`src/rtl/sponge_io_sequencer.sv`:
```
// sponge_io_sequencer: absorb/pad/squeeze sequencer for a slice-parallel
// Keccak core with four runtime rates and a valid/ready host interface.
module sponge_io_sequencer #(
  parameter  int         WIN    = 32,
  parameter  int         WOUT   = 32,
  parameter  int         PS     = 16,
  parameter  logic [7:0] DOMAIN = 8'h04,
  localparam int         NC     = 64 / PS,
  localparam int         CW     = (NC > 1) ? $clog2(NC) : 1
) (
  input  logic            clk,
  input  logic            rst,
  input  logic            start,
  input  logic [1:0]      mode,
  input  logic [15:0]     out_words,
  input  logic            in_valid,
  input  logic [WIN-1:0]  in_data,
  input  logic            in_last,
  output logic            in_ready,
  output logic            wr_en,
  output logic [4:0]      wr_lane,
  output logic [CW-1:0]   wr_chunk,
  output logic [PS-1:0]   wr_data,
  output logic            perm_req,
  input  logic            perm_done,
  output logic            rd_en,
  output logic [4:0]      rd_lane,
  output logic [CW-1:0]   rd_chunk,
  input  logic [PS-1:0]   rd_data,
  output logic            out_valid,
  output logic [WOUT-1:0] out_data,
  input  logic            out_ready,
  output logic            busy,
  output logic            done
);

  localparam int            B       = WIN / PS;
  localparam int            R       = WOUT / PS;
  localparam logic [CW-1:0] C_LAST  = CW'(NC - 1);
  localparam logic [3:0]    B_CNT   = 4'(B);
  localparam logic [3:0]    RD_LAST = 4'(R - 1);

  typedef enum logic [2:0] {
    S_IDLE,
    S_ABSORB,
    S_PERM_A,
    S_PAD,
    S_PERM_P,
    S_SQ_READ,
    S_SQ_OUT,
    S_PERM_S
  } state_t;

  state_t          r_state;
  state_t          w_state_n;
  logic [4:0]      r_lane;
  logic [CW-1:0]   r_chunk;
  logic [4:0]      r_L;
  logic [15:0]     r_words;
  logic [3:0]      r_beats;
  logic [WIN-1:0]  r_buf;
  logic            r_last_seen;
  logic            r_pad_first;
  logic            r_perm_req;
  logic            r_done;
  logic [3:0]      r_rd_cnt;
  logic            r_cap_en;
  logic [3:0]      r_cap_idx;
  logic [WOUT-1:0] r_out_data;
  logic            r_out_valid;

  logic [4:0]      w_L_sel;
  logic [4:0]      w_lane_nx;
  logic [CW-1:0]   w_chunk_nx;
  logic            w_at_end;
  logic            w_ptr_zero;
  logic            w_beat;
  logic            w_pad;
  logic            w_accept;
  logic            w_hs;
  logic            w_adv;
  logic            w_perm_ok;
  logic            w_perm_req_n;
  logic            w_done_n;
  logic [PS-1:0]   w_wr_data;

  assign w_at_end   = (r_lane == r_L - 5'd1) && (r_chunk == C_LAST);
  assign w_ptr_zero = (r_lane == 5'd0) && (r_chunk == '0);
  assign w_beat     = (r_state == S_ABSORB) && (r_beats != 4'd0);
  assign w_pad      = (r_state == S_PAD);
  assign w_hs       = (r_state == S_SQ_OUT) && r_out_valid && out_ready;
  assign w_adv      = w_beat || w_pad || (r_state == S_SQ_READ);
  assign w_perm_ok  = perm_done && !r_perm_req;

  // Ready only between words, never once the rate block is about to close.
  assign in_ready = (r_state == S_ABSORB) && !r_last_seen &&
                    ((r_beats == 4'd0) ||
                     ((r_beats == 4'd1) && !w_at_end));
  assign w_accept = in_valid && in_ready;

  assign wr_en     = w_beat || w_pad;
  assign wr_lane   = wr_en ? r_lane : 5'd0;
  assign wr_chunk  = wr_en ? r_chunk : '0;
  assign wr_data   = w_wr_data;
  assign rd_en     = (r_state == S_SQ_READ);
  assign rd_lane   = rd_en ? r_lane : 5'd0;
  assign rd_chunk  = rd_en ? r_chunk : '0;
  assign perm_req  = r_perm_req;
  assign out_valid = r_out_valid;
  assign out_data  = r_out_data;
  assign busy      = (r_state != S_IDLE);
  assign done      = r_done;

  // Rate in lanes selected by mode.
  always_comb begin
    w_L_sel = 5'd21;
    unique case (mode)
      2'd0: w_L_sel = 5'd21;
      2'd1: w_L_sel = 5'd17;
      2'd2: w_L_sel = 5'd13;
      2'd3: w_L_sel = 5'd9;
      default: w_L_sel = 5'd21;
    endcase
  end

  // Next chunk pointer, wrapping at the end of the rate.
  always_comb begin
    w_chunk_nx = r_chunk + CW'(1);
    w_lane_nx  = r_lane;
    if (r_chunk == C_LAST) begin
      w_chunk_nx = '0;
      w_lane_nx  = w_at_end ? 5'd0 : r_lane + 5'd1;
    end
  end

  // Write data: message beats, or padding with domain and final bit.
  always_comb begin
    w_wr_data = '0;
    if (w_beat) begin
      w_wr_data = r_buf[PS-1:0];
    end else if (w_pad) begin
      if (r_pad_first) w_wr_data = w_wr_data | PS'(DOMAIN);
      if (w_at_end)    w_wr_data[PS-1] = 1'b1;
    end
  end

  // Next-state and one-cycle pulse decode.
  always_comb begin
    w_state_n    = r_state;
    w_perm_req_n = 1'b0;
    w_done_n     = 1'b0;
    unique case (r_state)
      S_IDLE: begin
        if (start) w_state_n = S_ABSORB;
      end
      S_ABSORB: begin
        if (w_beat && w_at_end) begin
          w_state_n    = S_PERM_A;
          w_perm_req_n = 1'b1;
        end else if (w_beat && (r_beats == 4'd1) && r_last_seen) begin
          w_state_n = S_PAD;
        end
      end
      S_PERM_A: begin
        if (w_perm_ok) w_state_n = r_last_seen ? S_PAD : S_ABSORB;
      end
      S_PAD: begin
        if (w_at_end) begin
          w_state_n    = S_PERM_P;
          w_perm_req_n = 1'b1;
        end
      end
      S_PERM_P: begin
        if (w_perm_ok) begin
          if (r_words == 16'd0) begin
            w_state_n = S_IDLE;
            w_done_n  = 1'b1;
          end else begin
            w_state_n = S_SQ_READ;
          end
        end
      end
      S_SQ_READ: begin
        if (r_rd_cnt == RD_LAST) w_state_n = S_SQ_OUT;
      end
      S_SQ_OUT: begin
        if (w_hs) begin
          if (r_words == 16'd1) begin
            w_state_n = S_IDLE;
            w_done_n  = 1'b1;
          end else if (w_ptr_zero) begin
            w_state_n    = S_PERM_S;
            w_perm_req_n = 1'b1;
          end else begin
            w_state_n = S_SQ_READ;
          end
        end
      end
      S_PERM_S: begin
        if (w_perm_ok) w_state_n = S_SQ_READ;
      end
      default: w_state_n = S_IDLE;
    endcase
  end

  // State register and registered control pulses.
  always_ff @(posedge clk) begin
    if (rst) begin
      r_state     <= S_IDLE;
      r_perm_req  <= 1'b0;
      r_done      <= 1'b0;
      r_pad_first <= 1'b0;
    end else begin
      r_state     <= w_state_n;
      r_perm_req  <= w_perm_req_n;
      r_done      <= w_done_n;
      r_pad_first <= (w_state_n == S_PAD) && (r_state != S_PAD);
    end
  end

  // Chunk pointer, rate and word-count bookkeeping.
  always_ff @(posedge clk) begin
    if (rst) begin
      r_lane  <= 5'd0;
      r_chunk <= '0;
      r_L     <= 5'd0;
      r_words <= 16'd0;
    end else begin
      if ((r_state == S_IDLE) && start) begin
        r_lane  <= 5'd0;
        r_chunk <= '0;
        r_L     <= w_L_sel;
        r_words <= out_words;
      end else if (w_adv) begin
        r_lane  <= w_lane_nx;
        r_chunk <= w_chunk_nx;
      end
      if (w_hs) r_words <= r_words - 16'd1;
    end
  end

  // Absorb word buffer: one chunk shifted out per beat.
  always_ff @(posedge clk) begin
    if (rst) begin
      r_buf       <= '0;
      r_beats     <= 4'd0;
      r_last_seen <= 1'b0;
    end else begin
      if ((r_state == S_IDLE) && start) begin
        r_beats     <= 4'd0;
        r_last_seen <= 1'b0;
      end
      if (w_beat) begin
        r_buf   <= r_buf >> PS;
        r_beats <= r_beats - 4'd1;
      end
      if (w_accept) begin
        r_buf   <= in_data;
        r_beats <= B_CNT;
        if (in_last) r_last_seen <= 1'b1;
      end
    end
  end

  // Squeeze: read counter, one-cycle-late capture, output hold.
  always_ff @(posedge clk) begin
    if (rst) begin
      r_rd_cnt    <= 4'd0;
      r_cap_en    <= 1'b0;
      r_cap_idx   <= 4'd0;
      r_out_data  <= '0;
      r_out_valid <= 1'b0;
    end else begin
      r_cap_en  <= rd_en;
      r_cap_idx <= r_rd_cnt;
      if (rd_en) begin
        r_rd_cnt <= (r_rd_cnt == RD_LAST) ? 4'd0 : r_rd_cnt + 4'd1;
      end
      if (r_cap_en) begin
        for (int k = 0; k < R; k++) begin
          if (r_cap_idx == 4'(k)) r_out_data[k*PS +: PS] <= rd_data;
        end
        if (r_cap_idx == RD_LAST) r_out_valid <= 1'b1;
      end
      if (w_hs) r_out_valid <= 1'b0;
    end
  end

endmodule
```
`config.mk`:
```
export PLATFORM = sky130hd
export DESIGN_NAME = sponge_io_sequencer
export DESIGN_NICKNAME = d
export VERILOG_FILES = /design/src/rtl/sponge_io_sequencer.sv
export SDC_FILE = /design/constraint.sdc
export NUM_CORES = 1
export LEC_CHECK = 0
export ABC_CLOCK_PERIOD_IN_PS = 2500
export CAP_MARGIN = 30
export CORE_MARGIN = 1.5
export CORE_UTILIZATION = 48
export DETAILED_ROUTE_END_ITERATION = 12
export PLACE_DENSITY = 0.78
export SLEW_MARGIN = 20
export SYNTH_ARGS = -nofsm -noshare
export SYNTH_HDL_FRONTEND = slang
export SYNTH_SLANG_ARGS = --single-unit
```
`constraint.sdc`:
```
create_clock -name clk -period 2.5 [get_ports clk]
set_input_delay 0.5 -clock clk [delete_from_list [all_inputs] [get_ports clk]]
set_output_delay 0.5 -clock clk [all_outputs]
set_load 0.01 [all_outputs]
```
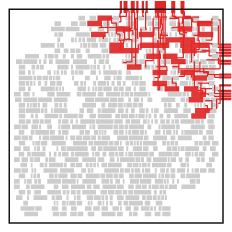
Run 1: nets reached from selected ports
Scale: 2 px per um.
`out_data`: in red, bits 32, direction output, edge 18 north, 14 east, end cells 32, buffers 32, wire 838 um.
count of port buffers added during placement: 141
count of boundary I/O pins: 142

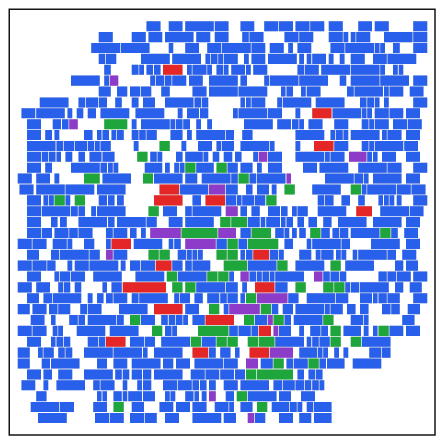
Run 1: cell sizes after repair
Scale: 4 px per um.
drive 1 or less: in blue, cells 679. drive 2: in purple, cells 21. drive 3 to 4: in green, cells 62. drive 6 and up: in red, cells 18.
layout-stage area growth over the synthesis result: 42.0%
final non-filler cell area: 7240 um^2
Non-CTS buffers: 197
Setup WS post-layout: -0.0877 ns

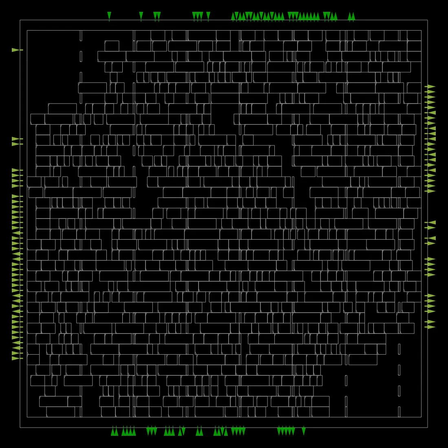
Run 1: placement view
filler cell count in the final layout: 810
flip-flops: 112
final core utilization: 70.1%
tap cells: 136
final non-filler cell total: 916

==> out/metrics.sh, run 1 <==
OUTCOME='finished with violations'
VIOLATIONS='setup timing'
NUMBER_OF_STAGES_ON_THE_WORST_HOLD_PATH=2
POSTROUTEWIRELENGTH_MM=14.1
CRITICAL_PATH_ARRIVAL_NS=2.09
POSTSYNTHCELLCOUNT=609
PLACEDINSTANCEAREA_UM2=6850
CTS_POST_SETUP_BUFFERS_INSERTED=14
CLOCK_SINK_COUNT=112
COMBINATIONALPOWERSHARE_PCT=17.1
TIMING.HOLD.WORST_ENDPOINT='out_data[10]'
SYNTH.MUX.AREA_FRACTION_PCT=6.70
CRIT_PATH_END_KIND='primary output'
POWER.NET_SWITCHING_mW=0.952
LAYOUT.CELLS.MOST_COMMON='sky130_fd_sc_hd__clkdlybuf4s50_1'
TIGHTEST_SLEW_NS=0.668
CP_SLOWEST_STAGE_DELAY_NS=0.36
FINALCLOCKSKEW_NS=0.0109
WARNING_COUNT=33
DRT-WIRELENGTH-PER-CELL_UM=15.4
SYNTH_FLOP_COUNT=112
FLOORPLAN.CORE_UTIL_PCT=49.4
CORE-AREA_UM2=10300
ROUTED_VIA_DENSITY=5.56
POWER_DENSITY_nW_PER_UM2=494
SWSHARE_PCT=26.6
CLK_TRANSITION_REPORTED_PATHS_NS=0.10
MET2_WIRELENGTH_MM=7.07
CLOCK_TREE_AREA_FRACTION_PCT=2.52
LAYOUT.NON_CLOCK_INVERTERS=14
GLOBAL_ROUTE.USAGE.MET2_PCT=43.9
MI_LOGIC_AREA_UM2=2730
CRITPATHSLOWESTCELL='sky130_fd_sc_hd__dfxtp_2'
LAYOUT_MIN_CYCLE_TIME_NS=2.59
YOSYS.AREA_SHARE.SIMPLE_PCT=24.2
POST_SYNTH_XOR_AREA_FRACTION_PCT=2.23
TRITONCTS.NUM_BUFFERS=9
ROUTED.TOP_LAYER='met4'
FLOORPLAN.ROWS=37
VIAS=5089
MET1WIRELENGTH_MM=5.90
CRIT-REG2REG-LAUNCH='r_L[0]'
TOP_CELL='sky130_fd_sc_hd__dfxtp_1'
TOP_POWER_GROUP='registers'
FRACTION_OF_MET1_TRACKS_USED_BY_GLOBAL_ROUTING_PCT=30.8
FA_HA_AREA_SHARE_PCT=2.45
WORST_VDD_IR_uV=329
PIN_COUNT_OF_THE_BIGGEST_NET_ENTERING_GLOBAL_ROUTING=64
SYNTH-CELLS-YOSYS=609
HOLD_CLASS='reg -> reg'
DRT_PRE_ANTENNA_ITERS=6
SYN-NUM-NETS=692
NUMBER_OF_GLOBAL_ROUTE_VIAS_BEFORE_REPAIR=5030
CP_NUM_CELLS=8
FP.DIEAREA_UM2=11200
TIMING.HOLD.WORST.START='out_data[10]'
CLOCK_POWER_mW=1.06
TIMING.SETUP.TNS_NS=-0.138
TOP_AREA_SHARE_PCT=44.0
DRV_SLEW=0
FF_LATCH_AREA_UM2=2250
MAPPEDNETLISTAREA_UM2=5100
SYNTHESIS.AREA_PER_INSTANCE_UM2=8.37
MAX-CLOCK-PATH-BUFFERS=2
DETAIL_ROUTE.ITER0.VIOLATIONS=278
GRT_SETUP_UNREPAIRED='yes'
CTS.ROOT.BUFFER_CELL='sky130_fd_sc_hd__clkbuf_8'
YS_TOP_LOGIC_FAMILY='simple AND/OR/NAND/NOR gates'
TIMING.CRITICAL_PATH.CELLS='inv_2, ha_4, xor2_2, o211ai_1, buf_4, o31a_1, o21a_1, buf_2'
GR_OVFL_TOTAL=0
PATH_BUFFERS=3
FINAL_CRITICAL_PATH_SETUP_SLACK_NS=-0.0877
CRITPATHKIND='reg -> out'
DIE_Y_UM=106
POSTSYNTH.ASYNCRESETSHARE_PCT=0
LARGESTCLASSBYAREA='combinational gates'
DOMINANTREGCELLSYNTH='sky130_fd_sc_hd__dfxtp_1'
DIEWIDTH_UM=106
CRITICAL_PATH.TOP_DELAY_FAMILY='AND-OR/OR-AND gates'
SYNTH_CELL_TYPE_COUNT=53
CRIT_PATH_START='r_L[0]'
RR_ENDPOINT='r_pad_first'
YS.WARNINGS.COUNT=0
SETUP.REG_TO_REG.WORST_SLACK_NS=-0.03
FINALWEIGHTEDCONGESTION=0.851
CLOCK_POWER_SHARE_PCT=29.7
CTS_HTREE_LEVELS=3
SEQUENTIAL_PORTION_OF_THE_CELL_AREA_PCT=31.0
DETAIL_ROUTE.DRC_VIOLATIONS=0
FINAL.PERIOD_UTILIZATION_PCT=104
PLACE.DETAILED.INSTANCES=883
FINALSETUPVIOLATIONS=3
SEQUENTIALPOWERSHARE_PCT=53.2
ANTENNA_FOUND_INITIAL=0
FMAXACHIEVABLE_MHz=386
FINAL_NETS=860
SYNTH-SEQ-AREA-SHARE_PCT=44.0
GLOBAL_ROUTE.USAGE.TOTAL_PCT=25.3
==> run 2, diff against run 1 <==
--- a/config.mk
+++ b/config.mk
@@ -6,7 +6,7 @@
 export NUM_CORES = 1
 export LEC_CHECK = 0
 export ABC_CLOCK_PERIOD_IN_PS = 2500
-export CAP_MARGIN = 30
+export CAP_MARGIN = 20
 export CORE_MARGIN = 1.5
 export CORE_UTILIZATION = 48
 export DETAILED_ROUTE_END_ITERATION = 12
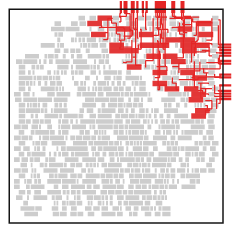
Run 2: nets reached from selected ports
Scale: 2 px per um.

==> run 2 against run 1 <==
Compared with the run above:
- non-clock buffer count fell by 1
- sequential power is essentially flat
- hold slack improved by 0.00051 ns
- first-iteration DRC count fell by 7.6%
- the run still ends with setup timing left
- via count hardly changed
- critical path type unchanged
- clock power is essentially flat
- power barely moved
- worst setup slack improved by 0.0059 ns
- sequential cell count unchanged
- synthesized area unchanged
==> out/metrics.sh, run 2 <==
FF_LATCH_AREA_UM2=2250  # unchanged
ANTENNA_FOUND_INITIAL=0  # unchanged
SETUP.REG_TO_REG.WORST_SLACK_NS=0  # was -0.03 ns
FINISH.INSTANCE_AREA_UM2=7230  # was 7240 um^2
FINALSETUPVIOLATIONS=2  # was 3
SEQUENTIAL_PORTION_OF_THE_CELL_AREA_PCT=31.1  # was 31.0%
PIN_COUNT_OF_THE_BIGGEST_NET_ENTERING_GLOBAL_ROUTING=64  # unchanged
SWSHARE_PCT=26.6  # about the same
DETAIL_ROUTE.ITER0.VIOLATIONS=257  # was 278
MAPPEDNETLISTAREA_UM2=5100  # unchanged
NUMBER_OF_STAGES_ON_THE_WORST_HOLD_PATH=2  # unchanged
CTS_HTREE_LEVELS=3  # unchanged
FINAL.PERIOD_UTILIZATION_PCT=103  # was 104%
SEQUENTIALPOWERSHARE_PCT=53.2  # about the same
TOP_AREA_SHARE_PCT=44.0  # unchanged
CORE-AREA_UM2=10300  # unchanged
CRITPATHSLOWESTCELL='sky130_fd_sc_hd__dfxtp_2'  # unchanged
LAYOUT_MIN_CYCLE_TIME_NS=2.58  # was 2.59 ns
LAYOUT.NON_CLOCK_BUFFERS=196  # was 197
YOSYS.AREA_SHARE.SIMPLE_PCT=24.2  # unchanged
DRT-WIRELENGTH-PER-CELL_UM=15.5  # was 15.4 um
SEQUENTIAL_CELL_TOTAL=112  # unchanged
CRIT_PATH_END_KIND='primary output'  # unchanged
PLACE.DETAILED.INSTANCES=883  # unchanged
COMBINATIONALPOWERSHARE_PCT=17.1  # about the same
PATH_BUFFERS=3  # unchanged
FINALWEIGHTEDCONGESTION=0.851  # unchanged
LAYOUT.NON_CLOCK_INVERTERS=14  # unchanged
SYNTH.MUX.AREA_FRACTION_PCT=6.70  # unchanged
CP_SLOWEST_STAGE_DELAY_NS=0.35  # was 0.36 ns
SYNTHESIS.AREA_PER_INSTANCE_UM2=8.37  # unchanged
GR_OVFL_TOTAL=0  # unchanged
DETAIL_ROUTE.DRC_VIOLATIONS=0  # unchanged
MI_LOGIC_AREA_UM2=2730  # unchanged
TIMING.HOLD.WORST_ENDPOINT='out_data[10]'  # unchanged
GLOBAL_ROUTE.USAGE.TOTAL_PCT=25.3  # unchanged
TRITONCTS.NUM_BUFFERS=9  # unchanged
NUM-CLOCK-BUFFERS=9  # unchanged
OUTCOME='finished with violations'  # unchanged
FLOORPLAN.CORE_UTIL_PCT=49.4  # unchanged
FLOORPLAN.ROWS=37  # unchanged
CTS_POST_SETUP_BUFFERS_INSERTED=14  # unchanged
TAPS=136  # unchanged
POSTROUTEWIRELENGTH_MM=14.2  # was 14.1 mm
MAX-CLOCK-PATH-BUFFERS=2  # unchanged
DOMINANTREGCELLSYNTH='sky130_fd_sc_hd__dfxtp_1'  # unchanged
ROUTED_VIA_DENSITY=5.56  # about the same
WARNING_COUNT=33  # unchanged
SYNTH_CELL_TYPE_COUNT=53  # unchanged
FP.DIEAREA_UM2=11200  # unchanged
CLOCK_TREE_AREA_FRACTION_PCT=2.53  # was 2.52%
FILLER_CELL_COUNT=809  # was 810
POST_SYNTH_XOR_AREA_FRACTION_PCT=2.23  # unchanged
FMAXACHIEVABLE_MHz=387  # was 386 MHz
SYN2LAYOUT_AREA_GROWTH_PCT=41.7  # was 42.0%
NUMBER_OF_GLOBAL_ROUTE_VIAS_BEFORE_REPAIR=5030  # unchanged
HOLD_CLASS='reg -> reg'  # unchanged
POSTSYNTHCELLCOUNT=609  # unchanged
LARGESTCLASSBYAREA='combinational gates'  # unchanged
FINAL_CRITICAL_PATH_SETUP_SLACK_NS=-0.0818  # was -0.0877 ns
VIAS=5088  # was 5089
CLOCK_POWER_SHARE_PCT=29.7  # about the same
SYN-NUM-NETS=692  # unchanged
FINALCLOCKSKEW_NS=0.00811  # was 0.0109 ns
LAYOUT.CELLS.MOST_COMMON='sky130_fd_sc_hd__clkdlybuf4s50_1'  # unchanged
ROUTED.TOP_LAYER='met4'  # unchanged
PLACEMENT.IO_BUFFERS=141  # unchanged
CRITICAL_PATH_ARRIVAL_NS=2.08  # was 2.09 ns
TIMING.CRITICAL_PATH.CELLS='inv_2, ha_4, xor2_2, o211ai_1, buf_4, o31a_1, o21a_1, buf_2'  # unchanged
SYNTHAOIAREAFRAC_PCT=16.1  # unchanged
RR_ENDPOINT='r_pad_first'  # unchanged
POWER.NET_SWITCHING_mW=0.951  # was 0.952 mW
CLK_TRANSITION_REPORTED_PATHS_NS=0.10  # about the same
POWER_DENSITY_nW_PER_UM2=494  # about the same
TIGHTEST_SLEW_NS=0.979  # was 0.668 ns
PLACEDINSTANCEAREA_UM2=6850  # unchanged
POSTSYNTH.ASYNCRESETSHARE_PCT=0  # unchanged
FRACTION_OF_MET1_TRACKS_USED_BY_GLOBAL_ROUTING_PCT=30.8  # unchanged
CLOCK_SINK_COUNT=112  # unchanged
TIMING.SETUP.TNS_NS=-0.100  # was -0.138 ns
FINAL_NETS=859  # was 860
FA_HA_AREA_SHARE_PCT=2.45  # unchanged
CLOCK_POWER_mW=1.06  # about the same
MET1WIRELENGTH_MM=6.06  # was 5.90 mm
GRT_SETUP_UNREPAIRED='yes'  # unchanged
YS.WARNINGS.COUNT=0  # unchanged
VIOLATIONS='setup timing'  # unchanged
FINAL_CORE_UTILIZATION_PCT=70.0  # was 70.1%
YS_TOP_LOGIC_FAMILY='simple AND/OR/NAND/NOR gates'  # unchanged
TIMING.HOLD.WORST.START='out_data[10]'  # unchanged
LAYOUTNONFILLERINSTCOUNT=915  # was 916
SYNTH-CELLS-YOSYS=609  # unchanged
SYNTH-SEQ-AREA-SHARE_PCT=44.0  # unchanged
GLOBAL_ROUTE.USAGE.MET2_PCT=43.9  # unchanged
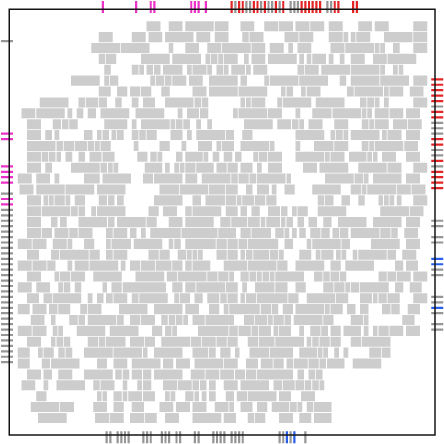
Run 2: ports around the boundary
Scale: 4 px per um. Pins as bars across the die edge, other pins in grey.
`out_words`: in magenta, pins 16, direction input, edge 8 north, 8 west. `rd_lane`: in blue, pins 5, direction output, edge 3 east, 2 south. `out_data`: in red, pins 32, direction output, edge 18 north, 14 east.
All pins by edge: 39 west, 38 north, 35 east, 30 south.
overall die height: 106 um
Die X-Extent: 106 um

==> run 3, diff against run 2 <==
--- a/config.mk
+++ b/config.mk
@@ -11,7 +11,7 @@
 export CORE_UTILIZATION = 48
 export DETAILED_ROUTE_END_ITERATION = 12
 export PLACE_DENSITY = 0.78
-export SLEW_MARGIN = 20
+export SLEW_MARGIN = 0
 export SYNTH_ARGS = -nofsm -noshare
 export SYNTH_HDL_FRONTEND = slang
 export SYNTH_SLANG_ARGS = --single-unit
==> run 3 against run 2 <==
Compared with the run above:
- the run still ends with setup timing left
- cell count unchanged
- critical endpoint unchanged
- final area stayed put
- synthesized area unchanged
- routed wire length stayed put
- critical path type unchanged
- sequential cell count stayed put
- die area unchanged
- clock-buffer cell count did not move
- core utilization is the same
- clock skew did not move
- via count is the same
- largest power group unchanged
==> out/metrics.sh, run 3 <==
OUTCOME='finished with violations'  # unchanged
VIOLATIONS='setup timing'  # unchanged
SWSHARE_PCT=26.6  # unchanged
LEAKAGE_nW=2.86  # unchanged
CP_SLOWEST_STAGE_DELAY_NS=0.35  # about the same
SYNTH.MUX.AREA_FRACTION_PCT=6.70  # unchanged
POST_CTS_RESIZE_COUNT=53  # unchanged
ROUTED.TOP_LAYER='met4'  # unchanged
POST_SYNTH_XOR_AREA_FRACTION_PCT=2.23  # unchanged
DRT_PRE_ANTENNA_ITERS=6  # unchanged
DRT-WIRELENGTH-PER-CELL_UM=15.5  # unchanged
CRIT-REG2REG-LAUNCH='r_L[0]'  # unchanged
YS_TOP_LOGIC_FAMILY='simple AND/OR/NAND/NOR gates'  # unchanged
NUMBER_OF_STAGES_ON_THE_WORST_HOLD_PATH=2  # unchanged
PLACEMENT.IO_BUFFERS=141  # unchanged
ANTENNA_FOUND_INITIAL=0  # unchanged
DETAIL_ROUTE.ITER0.VIOLATIONS=257  # unchanged
LARGESTCLASSBYAREA='combinational gates'  # unchanged
FLOORPLAN.ROWS=37  # unchanged
DRV_SLEW=0  # unchanged
MET1WIRELENGTH_MM=6.06  # unchanged
IO-PIN-COUNT=142  # unchanged
DIEWIDTH_UM=106  # unchanged
VIAS=5088  # unchanged
LAYOUT_MIN_CYCLE_TIME_NS=2.58  # unchanged
SYNTHAOIAREAFRAC_PCT=16.1  # unchanged
FMAXACHIEVABLE_MHz=387  # unchanged
CLOCK_POWER_SHARE_PCT=29.7  # about the same
FLOORPLAN.CORE_UTIL_PCT=49.4  # unchanged
CLOCK_POWER_mW=1.06  # about the same
MAPPEDNETLISTAREA_UM2=5100  # unchanged
LAYOUT.CELLS.MOST_COMMON='sky130_fd_sc_hd__clkdlybuf4s50_1'  # unchanged
CORE-AREA_UM2=10300  # unchanged
FILLER_CELL_COUNT=809  # unchanged
WARNING_COUNT=33  # unchanged
ROUTED_VIA_DENSITY=5.56  # unchanged
PIN_COUNT_OF_THE_BIGGEST_NET_ENTERING_GLOBAL_ROUTING=64  # unchanged
CTS_HTREE_LEVELS=3  # unchanged
FINALWEIGHTEDCONGESTION=0.851  # unchanged
TAPS=136  # unchanged
CRITPATHKIND='reg -> out'  # unchanged
FINAL_CORE_UTILIZATION_PCT=70.0  # unchanged
PLACEDINSTANCEAREA_UM2=6850  # unchanged
AREA.SHARE.COMBINATIONAL_PCT=37.8  # unchanged
CRITPATHSLOWESTCELL='sky130_fd_sc_hd__dfxtp_2'  # unchanged
PATH_BUFFERS=3  # unchanged
FINAL_CRITICAL_PATH_SETUP_SLACK_NS=-0.0818  # unchanged
RR_ENDPOINT='r_pad_first'  # unchanged
CLOCK_SINK_COUNT=112  # unchanged
SYNTH-SEQ-AREA-SHARE_PCT=44.0  # unchanged
SEQUENTIAL_PORTION_OF_THE_CELL_AREA_PCT=31.1  # unchanged
YS.WARNINGS.COUNT=0  # unchanged
DRV_CAP=0  # unchanged
TOP_POWER_GROUP='registers'  # unchanged
LAYOUTNONFILLERINSTCOUNT=915  # unchanged
DIE_Y_UM=106  # unchanged
TIGHTEST_SLEW_NS=0.979  # unchanged
WORST_VDD_IR_uV=330  # unchanged
SYN2LAYOUT_AREA_GROWTH_PCT=41.7  # unchanged
TIMING.HOLD.WORST.START='out_data[10]'  # unchanged
HOLD_CLASS='reg -> reg'  # unchanged
SYNTH_CELL_TYPE_COUNT=53  # unchanged
GRT_SETUP_UNREPAIRED='yes'  # unchanged
SYNTH-CELLS-YOSYS=609  # unchanged
PLACE.DETAILED.INSTANCES=883  # unchanged
NUM-CLOCK-BUFFERS=9  # unchanged
TIMING.SETUP.TNS_NS=-0.100  # unchanged
MET2_WIRELENGTH_MM=7.06  # unchanged
GLOBAL_ROUTE.USAGE.TOTAL_PCT=25.3  # unchanged
FP.DIEAREA_UM2=11200  # unchanged
CLOCK_TREE_AREA_FRACTION_PCT=2.53  # unchanged
SYN-NUM-NETS=692  # unchanged
SEQUENTIAL_CELL_TOTAL=112  # unchanged
SYNTH_FLOP_COUNT=112  # unchanged
COMBINATIONALPOWERSHARE_PCT=17.1  # about the same
POSTSYNTH.ASYNCRESETSHARE_PCT=0  # unchanged
POWER_DENSITY_nW_PER_UM2=494  # unchanged
CRIT_PATH_END_KIND='primary output'  # unchanged
CTS_POST_SETUP_BUFFERS_INSERTED=14  # unchanged
FINAL.PERIOD_UTILIZATION_PCT=103  # unchanged
CRIT_PATH_START='r_L[0]'  # unchanged
GR_OVFL_TOTAL=0  # unchanged
TIMING.CRITICAL_PATH.CELLS='inv_2, ha_4, xor2_2, o211ai_1, buf_4, o31a_1, o21a_1, buf_2'  # unchanged
LAYOUT.NON_CLOCK_INVERTERS=14  # unchanged
SYNTHESIS.AREA_PER_INSTANCE_UM2=8.37  # unchanged
MI_LOGIC_AREA_UM2=2730  # unchanged
YOSYS.AREA_SHARE.SIMPLE_PCT=24.2  # unchanged
GLOBAL_ROUTE.USAGE.MET2_PCT=43.9  # unchanged
CLK_TRANSITION_REPORTED_PATHS_NS=0.10  # about the same
FF_LATCH_AREA_UM2=2250  # unchanged
FINALCLOCKSKEW_NS=0.00811  # unchanged
POSTROUTEWIRELENGTH_MM=14.2  # unchanged
NUMBER_OF_GLOBAL_ROUTE_VIAS_BEFORE_REPAIR=5030  # unchanged
CP_NUM_CELLS=8  # unchanged
FA_HA_AREA_SHARE_PCT=2.45  # unchanged
CRITICAL_PATH.TOP_DELAY_FAMILY='AND-OR/OR-AND gates'  # unchanged
CRITICAL_PATH_ARRIVAL_NS=2.08  # about the same
TOP_CELL='sky130_fd_sc_hd__dfxtp_1'  # unchanged
FINALSETUPVIOLATIONS=2  # unchanged
MAX-CLOCK-PATH-BUFFERS=2  # unchanged
TOP_AREA_SHARE_PCT=44.0  # unchanged
FINAL_NETS=859  # unchanged
CTS.ROOT.BUFFER_CELL='sky130_fd_sc_hd__clkbuf_8'  # unchanged
POWER.NET_SWITCHING_mW=0.951  # unchanged
LAYOUT.NON_CLOCK_BUFFERS=196  # unchanged
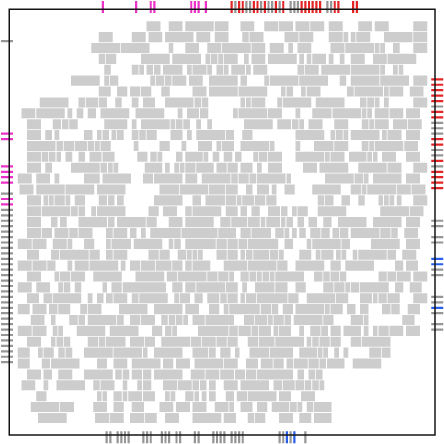
Run 3: ports around the boundary
Scale: 4 px per um. Pins as bars across the die edge, other pins in grey.

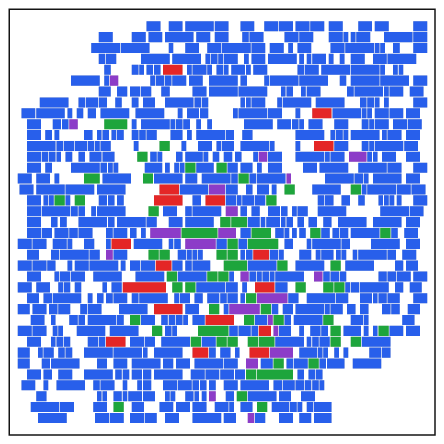
Run 3: cell sizes after repair
Scale: 4 px per um.
Setup WS post-layout: -0.0818 ns
final non-filler cell area: 7230 um^2

Power and IR drop assume default switching activity.
